Register map, names as in the netlist:
Scale bar: 20 um. Other sequential cells in the stronger gray, the rest of the logic in the fainter gray.
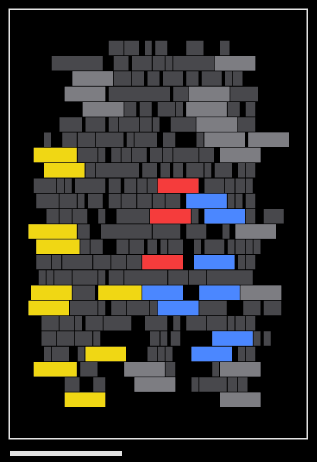
Metal 3:
Scale bar: 20 um.
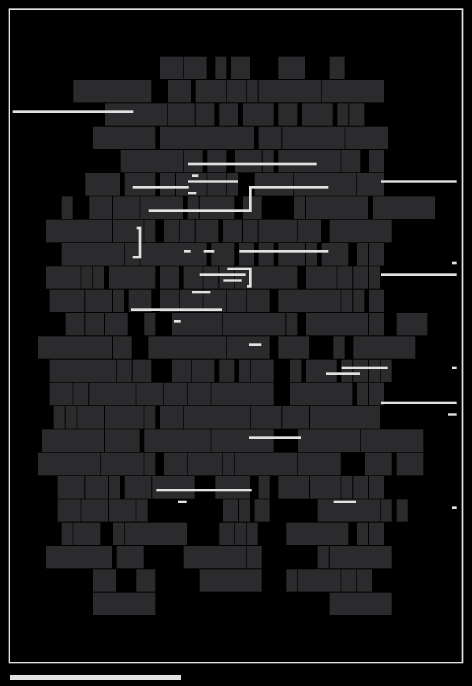
Design uart_rx, sky130hd; sources not shown.
==> results_slide.txt <==
Key Metrics from the Run

Finish
  • Design area: 2147 um^2
  • Top cells excl fill/tap: dfxtp_1 (32), nor2_1 (22), buf_4 (20)
  • Syn-to-layout area delta: 28.44%
  • Area of the multi-input gates: 950.9 um^2
  • Most used logic cell in the final layout: dfxtp_1
  • Nets: 222
  • Largest register FFs: 10
  • Flop area: 749.5 um^2
  • Layout cells sized above 1: 31.94%

Global routing
  • Vias in the first global route: 1448
  • Total global routing overflow: 0
  • Initial antenna violation count: 0
  • First-pass GRT wire length: 6.279 mm

Worst hold path
  • HP Class: flop to flop
  • Hold Path Cell Cnt: 1

Synth
  • Mapped cell area: 1672 um^2
  • Number of enable flip-flop cells: 0
  • Yosys stat area: 1672 um^2
  • Dominant cell area share: 44.31%
  • Synth area leader: dfxtp_1
  • Share of flip-flops with an asynchronous set or reset: 0%
  • Sequential area share after synthesis: 44.31%
  • Warnings, synthesis: 0
  • Mapped Nets: 187
  • Syn avg cell area: 9.287 um^2

Run
  • OpenROAD warning count: 28
  • Max-cap violations: 0

Timing
  • Final setup vio count: 11
  • Post-layout min period: 1.728 ns
  • Final clock skew: 0.001583 ns
  • Setup ws final: -0.04789 ns
  • Max frequency: 0.5787 GHz

Clock tree
  • TritonCTS Sinks: 37
  • Worst-path clk slew: 0.07 ns
  • Hold-fix buffers, CTS: 0
  • CTS tree: done

Worst setup path
  • Reg2Reg Setup Slack: -0.05 ns
  • Critical path class: flop to flop
  • Critical-path maximum fanout: 5
  • Slowest CP cell: or4bb_4
  • Crit-path cells: inv_2 > ha_4 > or4bb_4 > o31ai_4 > a221o_1 > buf_6 > nor2_1

Pwr
  • Leak: 0.0008547 uW
  • Max VDD drop: 726.9 uV
  • PwrDens: 803.7 nW/um^2

Place
  • DP HPWL: 2.750 mm
  • Post-placement cell count: 245
  • Placed cell area: 2082 um^2

Detailed routing
  • Via density: 5.576
  • Initial DRC count: 38
  • Post-DR wirelength/cell: 15.68 um
  • Drt drc: 0
  • Pre-antenna DRT Iters: 4

Run status
  • Outcome: complete, but fails checks
  • Failing checks: setup timing

Floorplan
  • Die area: 4015 um^2
  • Die H: 76.12 um
## Picture notes: 'register map, names as in the netlist'
- red: idx (placed flops 3)
- yellow: cnt (placed flops 10)
- blue: shreg (placed flops 8)
- not colored: 16
Layout Utilization: 70.79%
sequential power: 883 uW

## Picture notes: 'metal 3'
- nets with wire on the layer: 23
- share of all routed wire: 4.0%
- longest straight run: 14.7 um
- wire length on this layer: 161 um
met3 Track Usage GR: 4.892%
WL final: 3.998 mm
via count: 1422

## cells in the mapped netlist, drive strengths merged, types with 3 or more instances
| cell | n |
|---|---|
| clkbuf | 5 |
| nor4 | 3 |
| inv | 3 |
| nand2 | 19 |
| xor2 | 6 |
| nand4 | 6 |
| nor3b | 3 |
| xnor2 | 8 |
| buf | 4 |
| ha | 4 |
| nand3 | 8 |
| a21oi | 12 |
| or2 | 4 |
| nor2 | 25 |
| mux2i | 9 |
| or3b | 3 |
| dfxtp | 37 |
## layout make-up
class	count	area share, %
Multi-Input combinational cell	131	44.29
Sequential cell	37	34.91
Timing Repair Buffer	37	12.59
Clock buffer	7	4.021
Tap cell	39	2.273
Clock inverter	1	1.399
Inverter	3	0.5245
## metal layers
| metal | GRT usage, % | vias to the layer above | wire length, um |
|---|---|---|---|
| met1 | 19.83 | 675 | 1389 |
| met5 | 0 | - | 0 |
| met2 | 39.80 | 45 | 2362 |
| li1 | - | 690 | - |
| met3 | 4.892 | 12 | 160 |
| met4 | 8.440 | 0 | 86 |
## cell families after synthesis
group | Yosys count | share of synthesized area (%)
flops | 37 | 44.31
xor+xnor | 15 | 8.683
mux | 9 | 5.389
compound gates | 20 | 8.159
fa+ha+maj | 4 | 2.994
simple gates | 83 | 26.95
buf+inv | 12 | 3.518
## critical path, delay by kind of cell, from the launching register on
kind	cells	cell delay (ns)
DFF	1	0.34
and+or+nand+nor	2	0.51
AOI/OAI and AO/OA	2	0.43
buffers and inverters	2	0.22
adders and majority gates	1	0.12
## timing repair
action / CTS / global route
setup buffers: 0 / 1
setup endpoints to repair: 18 / 33
gates cloned: 0 / 1
gates resized: 7 / 20
pin swaps: 2 / 6
## report_power, final
part / switching, uW / total (uW) / internal (uW)
registers: 2.89 / 883 / 880
clock network: 308 / 792 / 484
logic: 28.5 / 51.2 / 22.7
Power figures rest on the tool's default switching activity, not on a simulated workload.
